<file path="src/rtl/serial_cmd_rx_if.sv">
// serial_cmd_rx_if: command output bus of the ALU serial command receiver.
//
// Handshake: the master raises cmd_valid with all fields registered and keeps
// them stable until a rising clk edge where cmd_valid & cmd_ready are both
// high; that edge is the transfer. cmd_ready may be held high without
// cmd_valid. The master never waits for cmd_ready before asserting cmd_valid.
//
// Signals:
//   cmd_valid  master->slave  command present in the output register
//   cmd_ready  slave->master  consumer accepts the command this cycle
//   b_data     master->slave  operand B (first operand on the wire), W bits
//   a_data     master->slave  operand A, W bits
//   opcode     master->slave  3-bit opcode from the control frame
//   err_data   master->slave  wrong data frame count or malformed control byte
//   err_crc    master->slave  received CRC-4 differs from computed CRC-4
//   err_frame  master->slave  a stop bit was 0; command aborted early
//   overrun    master->slave  one-cycle pulse: a finished command was dropped
interface serial_cmd_rx_if #(
  parameter int W = 32
);
  logic         cmd_valid;
  logic         cmd_ready;
  logic [W-1:0] b_data;
  logic [W-1:0] a_data;
  logic [2:0]   opcode;
  logic         err_data;
  logic         err_crc;
  logic         err_frame;
  logic         overrun;

  modport master (
    output cmd_valid, b_data, a_data, opcode, err_data, err_crc, err_frame,
           overrun,
    input  cmd_ready
  );

  modport slave (
    input  cmd_valid, b_data, a_data, opcode, err_data, err_crc, err_frame,
           overrun,
    output cmd_ready
  );
endinterface

</file>
<file path="src/rtl/serial_cmd_rx.sv">
// serial_cmd_rx: receiver for the ALU serial command protocol.
//
// Each 11-bit frame is: start(0), type(0 data / 1 control), payload[7:0]
// MSB first, stop(1). DATA_BYTES data frames build operand B, the next
// DATA_BYTES build operand A, and a control frame {0, opcode[2:0], crc[3:0]}
// closes the command. The assembled command is offered on a single-entry
// valid/ready output register.
//
// Ports:
//   clk        clock, sin registered on the rising edge
//   rst_n      asynchronous active-low reset
//   sin        serial input, idles high
//   cmd        serial_cmd_rx_if.master command output bus
//   dbg_state  current receive FSM state (IDLE=0, TYPE=1, PAYLOAD=2, STOP=3)
module serial_cmd_rx #(
  parameter int DATA_BYTES = 4
) (
  input  logic                   clk,
  input  logic                   rst_n,
  input  logic                   sin,
  serial_cmd_rx_if.master        cmd,
  output logic [1:0]             dbg_state
);
  localparam int W  = 8 * DATA_BYTES;
  localparam int FW = $clog2(2 * DATA_BYTES + 1);
  localparam logic [FW-1:0] FMAX = FW'(2 * DATA_BYTES);

  typedef enum logic [1:0] {IDLE, TYPE, PAYLOAD, STOP} state_t;

  state_t        state;
  logic          sin_q;     // sin is registered once; the FSM works on sin_q
  logic          is_ctrl;
  logic [2:0]    bit_cnt;
  logic [7:0]    shreg;
  logic [FW-1:0] fcnt;
  logic          data_bad;
  logic [W-1:0]  b_asm;
  logic [W-1:0]  a_asm;
  logic [3:0]    crc;

  logic complete;
  logic load;

  // One bit of the x^4+x+1 LFSR.
  function automatic logic [3:0] crc_step(input logic [3:0] c, input logic b);
    crc_step = {c[2:0], 1'b0} ^ ((c[3] ^ b) ? 4'b0011 : 4'b0000);
  endfunction

  // A command ends on a good control stop bit or on any bad stop bit.
  assign complete  = (state == STOP) && (is_ctrl || !sin_q);
  assign load      = complete && (!cmd.cmd_valid || cmd.cmd_ready);
  assign dbg_state = state;

  always_ff @(posedge clk or negedge rst_n) begin
    if (!rst_n) begin
      state         <= IDLE;
      sin_q         <= 1'b1;
      is_ctrl       <= 1'b0;
      bit_cnt       <= 3'd0;
      shreg         <= 8'd0;
      fcnt          <= '0;
      data_bad      <= 1'b0;
      b_asm         <= '0;
      a_asm         <= '0;
      crc           <= 4'd0;
      cmd.cmd_valid <= 1'b0;
      cmd.b_data    <= '0;
      cmd.a_data    <= '0;
      cmd.opcode    <= 3'd0;
      cmd.err_data  <= 1'b0;
      cmd.err_crc   <= 1'b0;
      cmd.err_frame <= 1'b0;
      cmd.overrun   <= 1'b0;
    end else begin
      sin_q <= sin;

      case (state)
        IDLE: begin
          if (!sin_q) state <= TYPE;
        end
        TYPE: begin
          is_ctrl <= sin_q;
          bit_cnt <= 3'd7;
          state   <= PAYLOAD;
        end
        PAYLOAD: begin
          shreg <= {shreg[6:0], sin_q};
          if (!is_ctrl) begin
            crc <= crc_step(crc, sin_q);
          end else if (bit_cnt == 3'd7) begin
            // The control byte's bit 7 slot carries the constant 1 of the
            // CRC message, placed just ahead of the opcode bits.
            crc <= crc_step(crc, 1'b1);
          end else if (bit_cnt >= 3'd4) begin
            crc <= crc_step(crc, sin_q);
          end
          bit_cnt <= bit_cnt - 3'd1;
          if (bit_cnt == 3'd0) state <= STOP;
        end
        STOP: begin
          state <= IDLE;
          if (complete) begin
            fcnt     <= '0;
            data_bad <= 1'b0;
            b_asm    <= '0;
            a_asm    <= '0;
            crc      <= 4'd0;
          end else if (fcnt == FMAX) begin
            data_bad <= 1'b1;
          end else begin
            // Byte index counts down from the MSB byte of each operand.
            for (int i = 0; i < DATA_BYTES; i++) begin
              if (fcnt == FW'(DATA_BYTES - 1 - i)) b_asm[i*8 +: 8] <= shreg;
              if (fcnt == FW'(2 * DATA_BYTES - 1 - i)) a_asm[i*8 +: 8] <= shreg;
            end
            fcnt <= fcnt + 1'b1;
          end
        end
        default: state <= IDLE;
      endcase

      if (load) begin
        cmd.cmd_valid <= 1'b1;
        cmd.b_data    <= b_asm;
        cmd.a_data    <= a_asm;
        cmd.opcode    <= is_ctrl ? shreg[6:4] : 3'd0;
        cmd.err_frame <= !sin_q;
        cmd.err_data  <= sin_q && (data_bad || shreg[7] || (fcnt != FMAX));
        cmd.err_crc   <= sin_q && (shreg[3:0] != crc);
        cmd.overrun   <= 1'b0;
      end else begin
        cmd.overrun <= complete;
        if (cmd.cmd_ready) cmd.cmd_valid <= 1'b0;
      end
    end
  end
endmodule
</file>
<file path="src/flat_wrapper.sv">
// flat-port wrapper written by rule: the top's interface ports become plain ports
module serial_cmd_rx_flat 
#(
  parameter int DATA_BYTES = 4
)
  (clk, rst_n, sin, dbg_state, cmd_cmd_valid, cmd_b_data, cmd_a_data, cmd_opcode, cmd_err_data, cmd_err_crc, cmd_err_frame, cmd_overrun, cmd_cmd_ready);
  serial_cmd_rx_if cmd_i ();
  input  logic clk;
  input  logic rst_n;
  input  logic sin;
  output logic [1:0] dbg_state;
  output wire logic [$bits(cmd_i.cmd_valid)-1:0] cmd_cmd_valid;
  output wire logic [$bits(cmd_i.b_data)-1:0] cmd_b_data;
  output wire logic [$bits(cmd_i.a_data)-1:0] cmd_a_data;
  output wire logic [$bits(cmd_i.opcode)-1:0] cmd_opcode;
  output wire logic [$bits(cmd_i.err_data)-1:0] cmd_err_data;
  output wire logic [$bits(cmd_i.err_crc)-1:0] cmd_err_crc;
  output wire logic [$bits(cmd_i.err_frame)-1:0] cmd_err_frame;
  output wire logic [$bits(cmd_i.overrun)-1:0] cmd_overrun;
  input wire logic [$bits(cmd_i.cmd_ready)-1:0] cmd_cmd_ready;
  assign cmd_cmd_valid = cmd_i.cmd_valid;
  assign cmd_b_data = cmd_i.b_data;
  assign cmd_a_data = cmd_i.a_data;
  assign cmd_opcode = cmd_i.opcode;
  assign cmd_err_data = cmd_i.err_data;
  assign cmd_err_crc = cmd_i.err_crc;
  assign cmd_err_frame = cmd_i.err_frame;
  assign cmd_overrun = cmd_i.overrun;
  assign cmd_i.cmd_ready = cmd_cmd_ready;
  serial_cmd_rx #(.DATA_BYTES(DATA_BYTES)) u_core (.clk(clk), .rst_n(rst_n), .sin(sin), .cmd(cmd_i), .dbg_state(dbg_state));
endmodule
</file>
<file path="config.mk">
export PLATFORM = sky130hd
export DESIGN_NAME = serial_cmd_rx_flat
export DESIGN_NICKNAME = d
export VERILOG_FILES = /design/src/rtl/serial_cmd_rx_if.sv /design/src/rtl/serial_cmd_rx.sv /design/src/flat_wrapper.sv
export SDC_FILE = /design/constraint.sdc
export NUM_CORES = 1
export LEC_CHECK = 0
export CAP_MARGIN = 40
export CORE_MARGIN = 10
export CORE_UTILIZATION = 35
export DETAILED_ROUTE_END_ITERATION = 10
export GPL_TIMING_DRIVEN = 0
export PLACE_DENSITY = 0.59
export RECOVER_POWER = 25
export SYNTH_ARGS = -nofsm -noshare
export SYNTH_HDL_FRONTEND = slang
export SYNTH_SLANG_ARGS = --single-unit
</file>
<file path="constraint.sdc">
create_clock -name clk -period 1.8 [get_ports clk]
set_input_delay 0.45 -clock clk [delete_from_list [all_inputs] [get_ports clk]]
set_output_delay 0.45 -clock clk [all_outputs]
set_load 0.05 [all_outputs]
</file>
### Cells coloured by class

Drawn at 1.5 px/um.
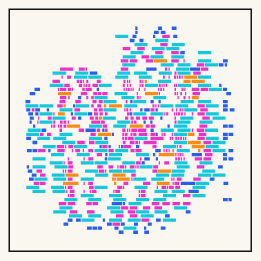
legend:
  remaining buffers and delay cells:
    colour: blue
    cells: 120
  clock drivers and dummy loads:
    colour: orange
    cells: 30
  sequential cells:
    colour: cyan
    cells: 160
  combinational and other logic:
    colour: magenta
    cells: 335

### I/O pins on the die edge

Drawn at 2 px/um. Pins as bars across the die edge, other pins in grey.
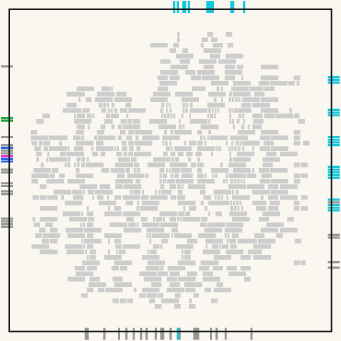
legend:
  dbg_state:
    colour: green
    pins: 2
    direction: output
    edge: left
  cmd_a_data:
    colour: cyan
    pins: 32
    direction: output
    edge: 19 right, 12 top, 1 bottom
  cmd_overrun:
    colour: magenta
    pins: 1
    direction: output
    edge: left
  cmd_opcode:
    colour: blue
    pins: 3
    direction: output
    edge: left
Die Y: 160 um
Die W: 160 um
count of input and output buffers: 77

==> impl_results.html <==
<p>Metrics extracted from the flow reports.</p>
<table>
<tr><th>Metric</th><th>Value</th></tr>
<tr><th colspan="2">Global route</th></tr>
<tr><td>Congestion Overflow GR</td><td>0</td></tr>
<tr><td>Global-route met1 utilization</td><td>16.2%</td></tr>
<tr><td>Maximum number of pins on one net before global-route repair</td><td>89</td></tr>
<tr><td>GR peak layer</td><td>met2</td></tr>
<tr><td>Global-route track usage on met2</td><td>19.5%</td></tr>
<tr><td>Global-route met3 utilization</td><td>4.04%</td></tr>
<tr><td>Via count of the first global-routing pass</td><td>between 4000 and 5000</td></tr>
<tr><td>Antenna violations before repair</td><td>0</td></tr>
<tr><td>Global-route wire length before repair</td><td>between 20000 and 30000 um</td></tr>
<tr><th colspan="2">Power</th></tr>
<tr><td>Static Leakage</td><td>0.00405 uW</td></tr>
<tr><td>Part of the power in registers</td><td>35.7%</td></tr>
<tr><td>Worst ir drop on vdd</td><td>0.854 mV</td></tr>
<tr><td>Share of total power in combinational logic</td><td>39.2%</td></tr>
<tr><td>Cell internal power dissipation</td><td>about 8300 uW</td></tr>
<tr><td>P_sw</td><td>5110 uW</td></tr>
<tr><td>Cell Pwr Density</td><td>1560 mW/mm^2</td></tr>
<tr><td>Proportion of power drawn by the clock network</td><td>25.1%</td></tr>
<tr><td>Net Sw Frac</td><td>38.0%</td></tr>
<tr><th colspan="2">Timing</th></tr>
<tr><td>Worst Max-Slew Pin Slew</td><td>0.999 ns</td></tr>
<tr><td>Hold_ws</td><td>0.221 ns</td></tr>
<tr><td>Tcrit/Tclk final</td><td>97.4%</td></tr>
<tr><td>Minimum period implied by the final worst setup slack</td><td>1.75 ns</td></tr>
<tr><td>Smallest setup slack after layout</td><td>0.0475 ns</td></tr>
<tr><td>Remaining max-slew budget at the tightest pin</td><td>33.4%</td></tr>
<tr><td>RSZ-0062 raised after global routing</td><td>no</td></tr>
<tr><td>Count of endpoints failing setup in the final report</td><td>0</td></tr>
<tr><td>Pins over their slew limit</td><td>0</td></tr>
<tr><td>Sum Neg Setup Slack</td><td>0 ns</td></tr>
<tr><td>Final Hold Violating Endpoints</td><td>0</td></tr>
<tr><td>Setup skew after layout</td><td>0.00768 ns</td></tr>
<tr><th colspan="2">Routing</th></tr>
<tr><td>Number of vias per cell</td><td>~4.7</td></tr>
<tr><td>First-iteration detailed-routing DRC count</td><td>192</td></tr>
<tr><td>ANT nets after route</td><td>0</td></tr>
<tr><td>Drt pass-1 iters</td><td>4</td></tr>
<tr><td>Sum of routed wire length over all layers</td><td>15900 um</td></tr>
<tr><td>Remaining DRCs</td><td>0</td></tr>
<tr><td>Avg WL per Cell</td><td>17.5 um</td></tr>
<tr><th colspan="2">Critical path</th></tr>
<tr><td>Crit path arrival time</td><td>1.30 ns</td></tr>
<tr><td>Critical Path Stages</td><td>1</td></tr>
<tr><td>Worst setup slack for register-to-register paths</td><td>0.08 ns</td></tr>
<tr><td>Data required time at the worst endpoint</td><td>about 1.4 ns</td></tr>
<tr><td>Cell breakdown of the critical path</td><td>dlygate4sd2_1</td></tr>
<tr><td>Crit Path Category</td><td>reg2out</td></tr>
<tr><td>Worst R2R Path Depth</td><td>6</td></tr>
<tr><td>Max stage delay on crit path</td><td>0.53 ns</td></tr>
<tr><td>Crit end category</td><td>output port</td></tr>
<tr><td>Kind of cell adding the most delay to the critical path</td><td>buffers and inverters</td></tr>
<tr><td>Type of element launching the critical path</td><td>flop</td></tr>
<tr><td>CP bufs+invs</td><td>1</td></tr>
<tr><td>Maximum fanout count along the critical path</td><td>2</td></tr>
<tr><td>Highest-delay cell along the critical path</td><td>sky130_fd_sc_hd__dlygate4sd2_1</td></tr>
<tr><td>Critical R2R Launch</td><td>u_core.fcnt[1]</td></tr>
<tr><th colspan="2">Final layout</th></tr>
<tr><td>Share of final-layout standard cells stronger than drive strength 1</td><td>25.0%</td></tr>
<tr><td>Synthesis-to-layout area growth</td><td>25.3%</td></tr>
<tr><td>N_diodes</td><td>0</td></tr>
<tr><td>Finished Core Util</td><td>between 40% and 50%</td></tr>
<tr><th colspan="2">CTS</th></tr>
<tr><td>Post-CTS setup repair buffer count</td><td>0</td></tr>
<tr><td>Number of resized instances in the post-cts repair step</td><td>105</td></tr>
<tr><td>Clk slew on worst S/H paths</td><td>0.06 ns</td></tr>
<tr><td>Latest clock arrival within the worst-skew pair</td><td>0.42 ns</td></tr>
<tr><td>Number of clock sinks</td><td>160</td></tr>
<tr><td>Number of buffers inserted for hold repair after clock tree synthesis</td><td>0</td></tr>
<tr><td>Max clock buf depth</td><td>2</td></tr>
<tr><td>Clock tree from TritonCTS</td><td>built</td></tr>
<tr><td>Inserted Clock Buffers</td><td>17</td></tr>
<tr><th colspan="2">Yosys</th></tr>
<tr><td>Mapped Area</td><td>0.00690 sq mm</td></tr>
<tr><td>Count of library flops with an enable pin</td><td>0</td></tr>
<tr><td>Synthesized netlist net count</td><td>550</td></tr>
<tr><td>Yosys cell count</td><td>534</td></tr>
<tr><td>Number of warning messages in the yosys log</td><td>0</td></tr>
<tr><td>Distinct lib cells</td><td>44</td></tr>
<tr><td>Top cells by instance count after synthesis</td><td>sky130_fd_sc_hd__dfrtp_1 (159), sky130_fd_sc_hd__nand2_1 (67), sky130_fd_sc_hd__mux2_4 (56)</td></tr>
<tr><td>Fraction of the yosys area taken by sequential cells</td><td>58.0%</td></tr>
<tr><td>Fraction of synthesis flops using an asynchronous set or reset pin</td><td>100%</td></tr>
<tr><td>Chip area in the Yosys report</td><td>0.00690 sq mm</td></tr>
<tr><td>Dominant cell by count in the synthesized netlist</td><td>sky130_fd_sc_hd__dfrtp_1</td></tr>
<tr><td>Top cell type by total area after synthesis</td><td>sky130_fd_sc_hd__dfrtp_1</td></tr>
<tr><td>Synth Area per Inst</td><td>around 13 sq um</td></tr>
<tr><td>Fraction of synthesized cell area taken by the top area cell type</td><td>around 58%</td></tr>
<tr><td>Cell area leaders</td><td>sky130_fd_sc_hd__dfrtp_1 (58%), sky130_fd_sc_hd__mux2_4 (12%), sky130_fd_sc_hd__mux2i_1 (4.6%)</td></tr>
<tr><td>Most frequently used flop master after synthesis</td><td>sky130_fd_sc_hd__dfrtp_1</td></tr>
<tr><td>Flip-flop and latch count after synthesis</td><td>around 160</td></tr>
<tr><th colspan="2">Placement</th></tr>
<tr><td>Post-place setup slack</td><td>-0.442 ns</td></tr>
<tr><td>Post-detailed-placement half-perimeter wirelength</td><td>10800 um</td></tr>
<tr><td>Final GP Congestion</td><td>roughly 0.79</td></tr>
<tr><td>Post-place instance area</td><td>0.00803 sq mm</td></tr>
<tr><th colspan="2">Flow run</th></tr>
<tr><td>Count of maximum capacitance violations</td><td>0</td></tr>
<tr><th colspan="2">Floorplanning</th></tr>
<tr><td>Fp util</td><td>35.6%</td></tr>
<tr><td>Ports</td><td>78</td></tr>
<tr><td>Core region area</td><td>0.0194 sq mm</td></tr>
<tr><td>Die Outline Area</td><td>0.0257 sq mm</td></tr>
<tr><th colspan="2">Worst hold path</th></tr>
<tr><td>Worst hold-check path type</td><td>in2async</td></tr>
<tr><th colspan="2">Status</th></tr>
<tr><td>Outcome</td><td>completed</td></tr>
</table>
### Signal wires by layer

Drawn at 1.5 px/um.
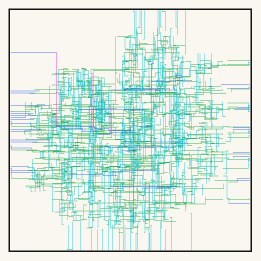
legend:
  metal 3:
    colour: blue
    wire_length: 920 um
  metal 1:
    colour: green
    wire_length: 7150 um
  metal 2:
    colour: cyan
    wire_length: 7510 um
  metal 4:
    colour: magenta
    wire_length: 311 um
via count: 4291
GRT Overall Usage: 12.7%

-- routing by layer --
metal | vias up | wire [um] | part of all wire [%]
met5 | - | 0 | 0
met4 | 0 | 311 | 2.0
met3 | 20 | 920 | 5.8
met2 | 96 | 7510 | 47
met1 | 2161 | 7150 | 45
li1 | 2014 | - | -
-- kinds of logic (layout without fill, tap and decap cells) --
group / count (synthesis) / in the layout / synth area share [%]
flops: 160 / 160 / 58.0
simple gates: 142 / 142 / 9.81
buf+inv: 49 / 160 / 4.32
fa+ha+maj: 12 / 12 / 2.18
compound gates: 57 / 57 / 4.84
xor+xnor: 7 / 7 / 0.889
mux: 107 / 107 / 19.9
-- per-stage QoR --
step                      cells  total power [uW]
after global placement      876             10000
after CTS                   906             13500
after global routing        910             14200
after detailed placement    877             10200
after floorplan             534              8480
final                       910             13500
-- power groups by stage --
stage          Sequential, uW  Clock (uW)  Combinational [uW]
2_1_floorplan            5780           0                2700
3_3_place_gp             4830           0                5180
3_5_place_dp             4850           0                5310
4_1_cts                  4800        3450                5240
5_1_grt                  4900        3630                5650
6_report                 4800        3380                5270
-- registers in the layout, indices dropped and copies added (netlist names), 2 cells and up --
signal,count
u_core.fcnt,4
u_core.cmd.b_data,32
u_core.cmd.opcode,3
u_core.cmd.a_data,32
u_core.b_asm,32
u_core.a_asm,32
u_core.bit_cnt,3
u_core.shreg,8
u_core.crc,4
u_core.dbg_state,2
-- area by class of cell --
cell class	count	area [sq um]
fillers	1806	10800
plain buffers	38	302
well taps	265	332
flip-flops and latches	160	4010
clock buffers	24	492
inverters	10	37.5
multi-input cells	325	2670
clock inverters	6	57.6
repair buffers	82	746
-- worst register-to-register path, stage by stage, from the launching register on --
cell	delay [ns]
sky130_fd_sc_hd__dfrtp_1	0.42
sky130_fd_sc_hd__inv_1	0.12
sky130_fd_sc_hd__ha_1	0.21
sky130_fd_sc_hd__nor4bb_2	0.32
sky130_fd_sc_hd__buf_4	0.26
sky130_fd_sc_hd__mux2i_1	0.21
sky130_fd_sc_hd__nor2_1	0.07
-- worst max-delay path by stage --
stage / startpoint / endpoint
detailed placement: cmd_cmd_ready / u_core.cmd.a_data[29]
CTS: u_core.cmd.b_data[2] / cmd_b_data[2]
global route: u_core.cmd.b_data[2] / cmd_b_data[2]
global placement: rst_n / u_core.dbg_state[1]
finish: u_core.cmd.b_data[24] / cmd_b_data[24]
floorplan: u_core.dbg_state[0] / u_core.cmd.b_data[12]
-- cell usage in the layout (no fill, tap or decap), types with 9 or more instances in the layout --
master	n
sky130_fd_sc_hd__ha_1	9
sky130_fd_sc_hd__mux2_4	56
sky130_fd_sc_hd__clkbuf_2	13
sky130_fd_sc_hd__dlygate4sd2_1	14
sky130_fd_sc_hd__dfrtp_1	157
sky130_fd_sc_hd__clkbuf_16	17
sky130_fd_sc_hd__mux2_2	19
sky130_fd_sc_hd__nand2_1	67
sky130_fd_sc_hd__clkbuf_1	15
sky130_fd_sc_hd__nor2_1	37
sky130_fd_sc_hd__mux2i_1	32
sky130_fd_sc_hd__inv_1	9
sky130_fd_sc_hd__a21oi_1	33
sky130_fd_sc_hd__clkdlybuf4s15_1	45
sky130_fd_sc_hd__buf_2	10
Power and IR drop assume default switching activity.
